Design sr_counter_gen_flat, sky130hd; sources not shown.
**Run 1: placement density heat map**

Scale bar: 20 um. The die is cut into 7 by 7 equal tiles; dark blue is low, red is high, 0 to 100% covered.
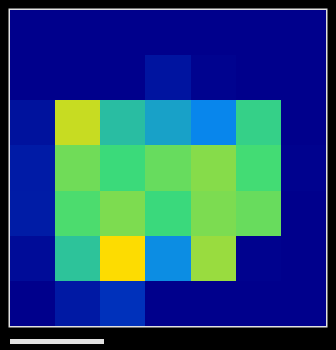
emptiest ninth of the die	upper right
nearly empty tiles	47%
densest ninth of the die	centre
fin util: 38.94%
Core Util at FP: 30.30%
core area: 2477 um^2

**Run 1: supply network**

Pins as bars on the die edge.
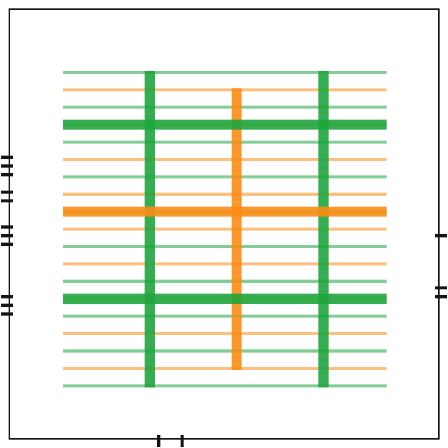
net	colour
VSS	green
VDD	orange
met4 straps	3
met1 rails	19
die height: 66.88 um
Horiz. Die Dim: 66.88 um
Worst IR Drop VDD: 248.7 uV

**Run 1: selected gate families**

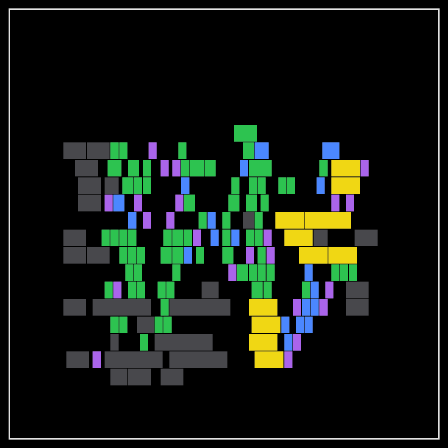
family	colour	cells
fa/ha/maj cells	yellow	11
nand cells	green	70
nor cells	blue	19
inv cells	purple	23
Commonest Layout Cell: nand2_1
Layout Cells excl Fill: 180
combinational share of cell area: 55.77%

**Run 1: cells coloured by class**

Scale bar: 20 um. Fill, decap, tap and diode cells in grey.
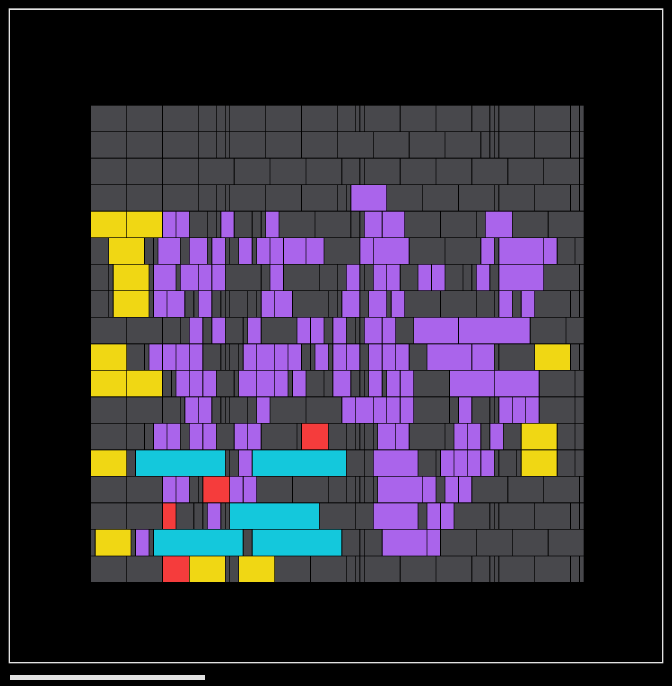
class	colour	cells	share of their area
clock drivers and dummy loads	red	4	2.8%
sequential cells	cyan	5	14%
remaining buffers and delay cells	yellow	15	16%
combinational and other logic	purple	126	67%
# rows: 18
sequential share of cell area: 13.10%
design area: 964.7 um^2

==> flow_metrics.tcl, run 1 <==
# metrics dict for downstream scripts
set metrics [dict create \
    status "completed" \
    place_ws_ns 1.617 \
    xor_share_pct 0 \
    antenna_found_initial 0 \
    p_comb_uw 155 \
    synth.area.top_cells "nand2_1 26%, ha_1 17%, dfrtp_1 13%, inv_1 10%, nand3_1 8.7%" \
    total_power_uw 268.5 \
    synth-area-yosys_um2 750.7 \
    fmax_ghz 0.3140 \
    top_layer "met4" \
    grt_pass1_wl_mm 3.077 \
    firstDrtPassIters 5 \
    flops 5 \
    largest_reg_flops 4 \
    syn_area_um2 750.7 \
    reg2reg_depth 14 \
    numClockSinks 5 \
    p_comb_share_pct 57.9 \
    nNetsFinal 173 \
    clkPwrFrac_pct 18.8 \
    drc 0 \
    use_met1_pct 10.79 \
    diodes 0 \
    post-route-period-util_pct 69.54 \
    holdBufCountCts 0 \
    startpoint_type "flip-flop" \
    final.setup.worst_slack_ns 1.395 \
    routed_wl_mm 1.871 \
    inv_count 23 \
    top_cells_by_count "53 x nand2_1, 21 x inv_1, 16 x nor2_1" \
    crit_chain "clkdlybuf4s50_1" \
    yosysCellCount 131 \
    drive_gt1_share_pct 7.333 \
    cp_slowest_cell "clkdlybuf4s50_1" \
    hpwl_mm 1.487 \
    cts-resized-gates 0 \
    clk_share_pct 2.724 \
    nMultiInputCombCells 103 \
    clkSlewWorstSetupHoldPaths_ns 0.04 \
]
==> inputs of run 2 (changes only) <==
clock period = 2.8 ns   (was 4.58 ns; I/O delays follow)
**Run 2: placement density heat map**

Scale bar: 20 um. The die is cut into 7 by 7 equal tiles; dark blue is low, red is high, 0 to 100% covered.
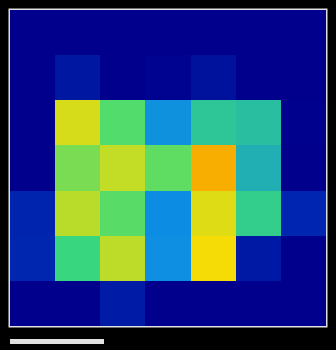
nearly empty tiles	47%
mean over tiles	22%
densest ninth of the die	centre
fin util: 40.91%

==> flow_metrics.tcl, run 2 <==
# metrics dict for downstream scripts
set metrics [dict create \
    final_cells 183 \
    crit_chain "clkdlybuf4s50_1" \
    comb_share_pct 54.81 \
    xor_share_pct 0 \
    clk_share_pct 2.593 \
    fmax_ghz 0.3672 \
    status "completed" \
    place_ws_ns 0.02587 \
    fp.dieH_um 66.88 \
    top_layer "met4" \
    seq_area_share_pct 13.09 \
    numClockSinks 5 \
    lay_top_count "nand2_1" \
    coreArea_um2 2477 \
    fp.dieW_um 66.88 \
    synth.area.top_cells "nand2_1 26%, ha_1 17%, dfrtp_1 13%, inv_1 10%, nand3_1 8.7%" \
    nMultiInputCombCells 103 \
    holdBufCountCts 0 \
    syn_area_um2 750.7 \
    clkPwrFrac_pct 18.0 \
    top_cells_by_count "53 x nand2_1, 21 x inv_1, 16 x nor2_1" \
    total_power_uw 461.7 \
    reg2reg_depth 14 \
    p_comb_uw 274 \
    firstDrtPassIters 4 \
    final.setup.worst_slack_ns 0.07657 \
    cts-resized-gates 1 \
    yosysCellCount 131 \
    clkSlewWorstSetupHoldPaths_ns 0.04 \
    cp_slowest_cell "clkdlybuf4s50_1" \
    routed_wl_mm 1.893 \
    inv_count 23 \
    stdcell_area_um2 1013 \
    drc 0 \
    post-route-period-util_pct 97.27 \
    synth-area-yosys_um2 750.7 \
    diodes 0 \
    rows 18 \
    startpoint_type "flip-flop" \
    p_comb_share_pct 59.4 \
    ir_drop_uv 425.2 \
    flops 5 \
    drive_gt1_share_pct 13.73 \
]
==> inputs of run 3 (changes only) <==
ABC_AREA = default   (was 1)
CORE_MARGIN = default   (was 8)
CTS_CLUSTER_DIAMETER = 60   (was default)
==> flow_metrics.tcl, run 3 <==
# metrics dict for downstream scripts
set metrics [dict create \
    ys.flop_type "dfrtp_1" \
    total_power_uw 440.5 \
    top_logic_kind "simple AND/OR/NAND/NOR gates" \
    syn_area_um2 742.0 \
    synth-area-yosys_um2 742.0 \
    flops 5 \
    nMultiInputCombCells 68 \
    wl_met3_um 38 \
    finalHoldViolations 0 \
    use_met1_pct 16.81 \
    largest_reg_flops 4 \
    cts-resized-gates 6 \
    holdBufCountCts 0 \
    mostFrequentLayoutCells "14 x clkdlybuf4s50_1, 9 x nand2_1, 8 x inv_1, 8 x ha_1" \
    top_cells_by_count "10 x ha_1, 10 x inv_1, 9 x nand2_1" \
    fmax_ghz 0.3616 \
    crit_chain "inv_4, fa_1, inv_1, ha_2, ha_4, nor4b_4, a211oi_2, a31o_2, nand2b_4, and3_4, o31ai_4" \
    clkPwrFrac_pct 19.0 \
    dominant_cells "multi-input combinational cells" \
    nNetsFinal 132 \
    antenna_found_initial 0 \
    place_ws_ns -0.1033 \
    xor_share_pct 1.180 \
    p_seq_uw 102 \
    numClockSinks 5 \
    status "completed" \
    routed_wl_mm 1.667 \
    dr.first_iter.drc_count 6 \
    final.setup.worst_slack_ns 0.03443 \
    stdcell_area_um2 1032 \
    inv_count 10 \
    worstMarginPinSlew_ns 0.9795 \
    ios 16 \
    firstDrtPassIters 4 \
    grt_use_met3_pct 0.8696 \
    ys_seq_elements 5 \
    initial_core_util_pct 32.00 \
    cp_max_fo 4 \
    fp.dieW_um 52.58 \
    drc 0 \
    drive_gt1_share_pct 25.69 \
    clk_share_pct 2.545 \
    ant_nets 0 \
    cp-end-kind "flip-flop" \
    synth_area_per_cell_um2 8.528 \
    reg2reg_depth 11 \
    fp.dieH_um 52.58 \
    cts-root-to-sink-buffers 2 \
    coreArea_um2 2318 \
    hold_class "input port to asynchronous set/reset pin" \
    fp_nets 109 \
    seq_area_share_pct 13.33 \
    grt_pass1_wl_mm 2.780 \
    critPathTopFamily "adder cells" \
    yosysWarnings 6 \
    cp_slowest_cell "dfstp_4" \
    yosysCellCount 87 \
    top_layer "met3" \
    utilization_pct 44.52 \
    p_comb_share_pct 57.8 \
    p_comb_uw 255 \
    clkSlewWorstSetupHoldPaths_ns 0.04 \
    path_class "flip-flop to flip-flop" \
    cts_tree "done" \
    startpoint_type "flip-flop" \
    aoi_share_pct 21.92 \
    slowest_delay_ns 0.63 \
    ir_drop_uv 335.5 \
    diodes 0 \
    cts-buffers-inserted 3 \
    synth.area.top_cells "ha_1 17%, dfrtp_1 13%, mux2i_1 5.4%, inv_1 5.1%, nand2_1 4.6%" \
    hpwl_mm 1.223 \
    rows 17 \
    post-route-period-util_pct 98.77 \
]
**Run 3: selected gate families**

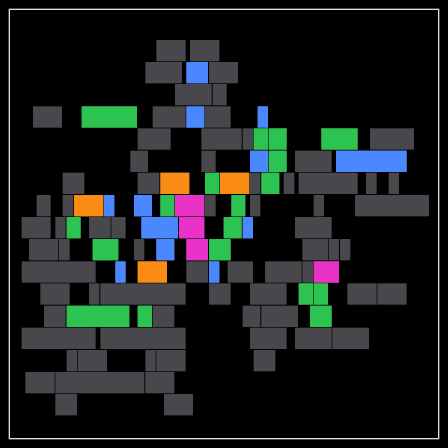
family	colour	cells
mux cells	orange	4
nor cells	blue	12
aoi and oai cells	green	18
non-inverting ao/oa cells	magenta	4
combinational share of cell area: 57.45%
Commonest Layout Cell: clkdlybuf4s50_1
Layout Cells excl Fill: 137

Power figures rest on the tool's default switching activity, not on a simulated workload.
